`src/rtl/freq_div.sv`:
```
`default_nettype none
// ============================================================================
// Module   : freq_div
// Brief    : Measures the period of slow clock f in clk cycles and emits a
//            near-50% duty f/M clock, phase-relocked on every M-th f edge.
// Revision : 1.0 - initial release
// ============================================================================
module freq_div #(
    parameter int PW = 16,
    parameter int MW = 8
) (
    input  logic          clk,
    input  logic          rst,
    input  logic          f,
    input  logic          adjust,
    input  logic [MW-1:0] m,
    output logic          valid,
    output logic          div_out,
    output logic [PW-1:0] period
);

    localparam int FW = MW + PW;

    localparam logic [1:0] S_IDLE = 2'd0;
    localparam logic [1:0] S_ARM  = 2'd1;
    localparam logic [1:0] S_MEAS = 2'd2;
    localparam logic [1:0] S_RUN  = 2'd3;

    localparam logic [PW-1:0] c_cnt_max = '1;

    logic          r_f_meta;
    logic          r_f_sync;
    logic          r_f_prev;
    logic [1:0]    r_state;
    logic [MW-1:0] r_m;
    logic [PW-1:0] r_cnt;
    logic [PW-1:0] r_period;
    logic [MW-1:0] r_ecnt;
    logic [FW-1:0] r_tmr;
    logic          r_valid;
    logic          r_div;

    logic          w_f_rise;
    logic [FW-1:0] w_full;
    logic [FW-1:0] w_full_sh;
    logic [FW-1:0] w_half;
    logic [FW-1:0] w_tmr_p1;
    logic [FW-1:0] w_tmr_inc;
    logic [MW:0]   w_ecnt_p1;

    logic [1:0]    w_state_nxt;
    logic [MW-1:0] w_m_nxt;
    logic [PW-1:0] w_cnt_nxt;
    logic [PW-1:0] w_period_nxt;
    logic [MW-1:0] w_ecnt_nxt;
    logic [FW-1:0] w_tmr_nxt;
    logic          w_valid_nxt;
    logic          w_div_nxt;

    assign w_f_rise  = r_f_sync & ~r_f_prev;
    assign w_full    = FW'(r_m) * FW'(r_period);
    assign w_full_sh = w_full >> 1;
    assign w_half    = (w_full_sh == '0) ? FW'(1) : w_full_sh;
    // Saturate at full-1 so a late f edge cannot wrap the phase timer.
    assign w_tmr_p1  = r_tmr + FW'(1);
    assign w_tmr_inc = (w_tmr_p1 < w_full) ? w_tmr_p1 : r_tmr;
    assign w_ecnt_p1 = {1'b0, r_ecnt} + (MW+1)'(1);

    always_ff @(posedge clk or posedge rst) begin
        if (rst) begin
            r_f_meta <= 1'b0;
            r_f_sync <= 1'b0;
            r_f_prev <= 1'b0;
        end else begin
            r_f_meta <= f;
            r_f_sync <= r_f_meta;
            r_f_prev <= r_f_sync;
        end
    end

    always_comb begin
        w_state_nxt  = r_state;
        w_m_nxt      = r_m;
        w_cnt_nxt    = r_cnt;
        w_period_nxt = r_period;
        w_ecnt_nxt   = r_ecnt;
        w_tmr_nxt    = r_tmr;

        if (adjust) begin
            w_m_nxt     = (m == '0) ? MW'(1) : m;
            w_state_nxt = S_ARM;
            w_cnt_nxt   = '0;
            w_ecnt_nxt  = '0;
            w_tmr_nxt   = '0;
        end else begin
            case (r_state)
                S_IDLE: ;
                S_ARM: begin
                    if (w_f_rise) begin
                        w_cnt_nxt   = PW'(1);
                        w_state_nxt = S_MEAS;
                    end
                end
                S_MEAS: begin
                    if (w_f_rise) begin
                        w_period_nxt = r_cnt;
                        w_cnt_nxt    = '0;
                        w_ecnt_nxt   = '0;
                        w_tmr_nxt    = '0;
                        w_state_nxt  = S_RUN;
                    end else if (r_cnt == c_cnt_max) begin
                        w_period_nxt = '0;
                        w_cnt_nxt    = '0;
                        w_state_nxt  = S_IDLE;
                    end else begin
                        w_cnt_nxt = r_cnt + PW'(1);
                    end
                end
                S_RUN: begin
                    // r_cnt is reused here as the gap since the last f edge.
                    if (w_f_rise) begin
                        w_cnt_nxt = '0;
                        if (w_ecnt_p1 == {1'b0, r_m}) begin
                            w_ecnt_nxt = '0;
                            w_tmr_nxt  = '0;
                        end else begin
                            w_ecnt_nxt = w_ecnt_p1[MW-1:0];
                            w_tmr_nxt  = w_tmr_inc;
                        end
                    end else if (r_cnt == c_cnt_max) begin
                        w_cnt_nxt   = '0;
                        w_state_nxt = S_IDLE;
                    end else begin
                        w_cnt_nxt = r_cnt + PW'(1);
                        w_tmr_nxt = w_tmr_inc;
                    end
                end
                default: w_state_nxt = S_IDLE;
            endcase
        end

        w_valid_nxt = (w_state_nxt == S_RUN);
        w_div_nxt   = w_valid_nxt && (w_tmr_nxt < w_half);
    end

    always_ff @(posedge clk or posedge rst) begin
        if (rst) begin
            r_state  <= S_IDLE;
            r_m      <= MW'(1);
            r_cnt    <= '0;
            r_period <= '0;
            r_ecnt   <= '0;
            r_tmr    <= '0;
            r_valid  <= 1'b0;
            r_div    <= 1'b0;
        end else begin
            r_state  <= w_state_nxt;
            r_m      <= w_m_nxt;
            r_cnt    <= w_cnt_nxt;
            r_period <= w_period_nxt;
            r_ecnt   <= w_ecnt_nxt;
            r_tmr    <= w_tmr_nxt;
            r_valid  <= w_valid_nxt;
            r_div    <= w_div_nxt;
        end
    end

    assign valid   = r_valid;
    assign div_out = r_div;
    assign period  = r_period;

endmodule
`default_nettype wire

```
`config.mk`:
```
export PLATFORM = sky130hd
export DESIGN_NAME = freq_div
export DESIGN_NICKNAME = d
export VERILOG_FILES = /design/src/rtl/freq_div.sv
export SDC_FILE = /design/constraint.sdc
export NUM_CORES = 1
export LEC_CHECK = 0
export CAP_MARGIN = 10
export CORE_ASPECT_RATIO = 1.4
export CORE_MARGIN = 1
export CORE_UTILIZATION = 52
export DETAILED_ROUTE_END_ITERATION = 10
export PLACE_DENSITY = 0.72
export SYNTH_ARGS = -nofsm -noshare
export SYNTH_HDL_FRONTEND = slang
export SYNTH_SLANG_ARGS = --single-unit
```
`constraint.sdc`:
```
create_clock -name clk -period 7.8 [get_ports clk]
set_input_delay 1.56 -clock clk [delete_from_list [all_inputs] [get_ports clk]]
set_output_delay 1.56 -clock clk [all_outputs]
set_load 0.02 [all_outputs]
```
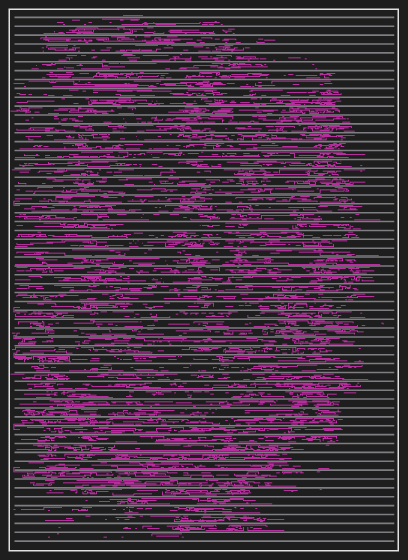
layer_met1.png
Supply wires on this layer in grey.
share of all routed wire: 40%
main direction: horizontal
wire length on this layer: 10600 um
longest straight run: 54.3 um
met1 Use GR: 32.2%
total number of vias: 8761
Routed WL: 26800 um

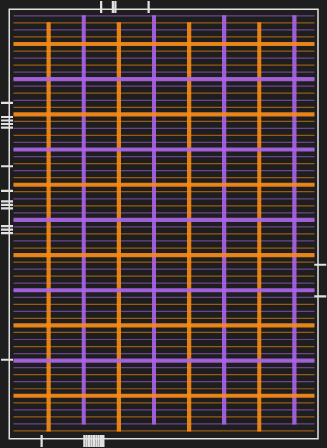
power_grid.png
Pins as bars on the die edge.
| colour | net |
|---|---|
| purple | VDD |
| orange | VSS |
signal pins: 30
met1 rails: 60
core area: 18700 um2
Die Wd: 119 um
die height: 165 um
Max VDD drop: 114 uV

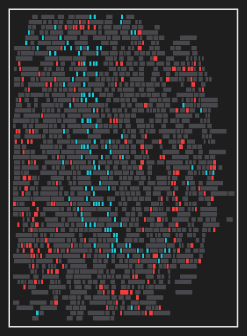
logic_types.png
| colour | family | cells | most used |
|---|---|---|---|
| red | NAND gates | 174 | nand2_1 |
| cyan | inverters | 120 | inv_1 |
logic share of the area: 63.1%
Non-Filler Instances: 1526

==> GITHUB_STEP_SUMMARY <==
## Implementation flow summary

| Metric | Value |
|---|---|
| R2R depth | 34 |
| Worst hold slack | around 0.35 ns |
| Yosys warnings | 0 |
| Final setup viols | 1 |
| Placer congestion estimate | between 0.9 and 1 |
| Clock root buffer | clkbuf_16 |
| Endpoints failing hold | 0 |
| Largest net degree at the start of global routing | approximately 80 |
| Worst path bufs/invs | 3 |
| Log Warnings | 28 |
| Clock buffer count | 9 |
| Post-synth seq share | between 10% and 20% |
| Worst-margin pin slew | 1.25 ns |
| Critical Path Sink | div_out |
| RSZ-0062 raised after global routing | yes |
| Failing checks | setup timing |
| # IOs | 30 |
| Synth top cell by count | inv_1 |
| IO Port Bufs | 29 |
| Chip area | 19700 um2 |
| Dominant comb cell | adder cells |
| Post-synthesis compound-gate area fraction | roughly 16% |
| R2R Path Start | r_m[4] |
| Worst hold start | r_f_meta |
| Vias in the first global route | 8887 |
| Post-synth EDFFs | 0 |
| Clk slew on worst S/H paths | roughly 0.07 ns |
| Biggest area cells | dfrtp_1 (20%), fa_1 (17%), ha_1 (12%) |
| Global-route met2 utilization | between 50% and 60% |
| Combinational power | 151 uW |
| Mux area share | 0.908% |
| CP max stage cell | fa_1 |
| Row count | between 50 and 60 |
| Crit path launch | r_m[4] |
| ClkCell Share | roughly 2.8% |
| Reg2reg end | div_out |
| Syn Inst Count | 1158 |
| Setup ws final | -0.298 ns |
| Buffer count from post-CTS setup fixing | 3 |
| Post-route DRC | 0 |
| Bufs w/o clock | around 160 |
| Dominant flop cell | dfrtp_1 |
| Crit path max fanout | 7 |
| Initial detailed-routing violation count | roughly 540 |
| Post-placement cell count | roughly 1500 |
| Max Fclk | 123 MHz |
| Synth top area share | roughly 20% |
| Top sig layer | met4 |
| Status | finished with violations |
| Critical path depth | 34 |
| Clock Power Share | a little under half |
| Grt ovf | 0 |
| Clock Path Buffers | 2 |
| Tap cells | about 240 |
| Final Power | between 1 and 1.5 mW |
| Share of layout cells above drive strength 1 | between 10% and 20% |
| Yosys cell count | 1158 |
| Logic cell area | 7450 um2 |
| Top Layout Cells | buf_4 (126), inv_1 (119), nand2_1 (118) |
| Detailed placement HPWL | between 20000 and 25000 um |
| Multi-input gates | 909 |
| Average wire per standard cell | roughly 18 um |
| Top Consumer | the clock network |
| GRT met3 Usage | slightly below 3% |
| Most frequent logic cell in the layout | buf_4 |
| Top cells by count | inv_1 (120), nand2_1 (118), and2_1 (104) |
| Async SR Flop Fraction | 100% |
| Fin crit share | 104% |
| Max capacitance violation total | 0 |
| Hold WC Path Type | reg2reg |
| Antenna-violating nets left | 0 |
| Fillers | ~1600 |
| Biggest register | r_tmr |
| Worst Setup Start Kind | register |
| Syn Area/Cell | around 8.6 um2 |
| Net Switching | approximately 310 uW |
| Min-Delay Endpoint | r_f_sync |
| Internal | approximately 770 uW |
| 1st-pass router iterations | 5 |
| Max reg flops | 24 |
| Register share of total power | 40.6% |
| Worst path most repeated cell | a21o_1 |
| Inverter count | 120 |
| Arr. time, crit path | 8.39 ns |
| Yosys stat chip area | 9920 um2 |
| Vias per cell | 5.74 |
| Sum Neg Setup Slack | -0.298 ns |
| CTS Hold Bufs | 0 |
| Final Max Tran Viols | 0 |
| FP Util | between 50% and 60% |
| Wl on met1 | about 11000 um |
| Ant diodes | 0 |
| Synth Area in XOR/XNOR | 6.18% |
| Gates resized, CTS repair | 5 |
| DR WL met2 | 14300 um |
| Distinct lib cells | about 74 |
| Slowest Stage Delay on Critical Path | ~0.56 ns |
| First-pass GRT wire length | between 40000 and 50000 um |
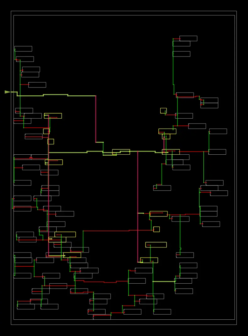
clocks.png
Seq cells: 79
Worst-Skew Late Latency: 0.36 ns
CTS Buf Count: 9
# clock sinks: 79

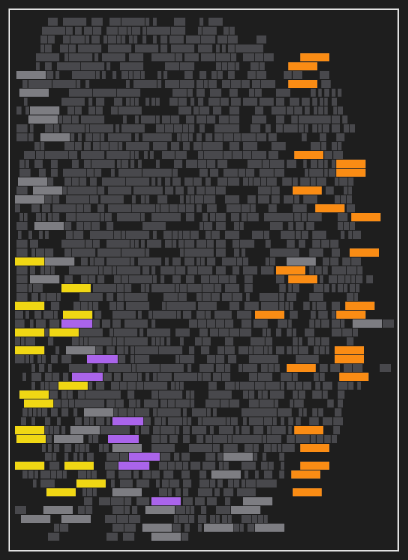
flops_by_reg.png
Other sequential cells in the stronger grey, the rest of the logic in the fainter grey.
| colour | signal | placed flops |
|---|---|---|
| yellow | r_cnt | 16 |
| purple | r_m | 8 |
| orange | r_tmr | 24 |
not coloured: 31
Final Util: 63.2%
Seq. pwr: 439 uW
flop share of the area: 16.8%

Power figures rest on the tool's default switching activity, not on a simulated workload.
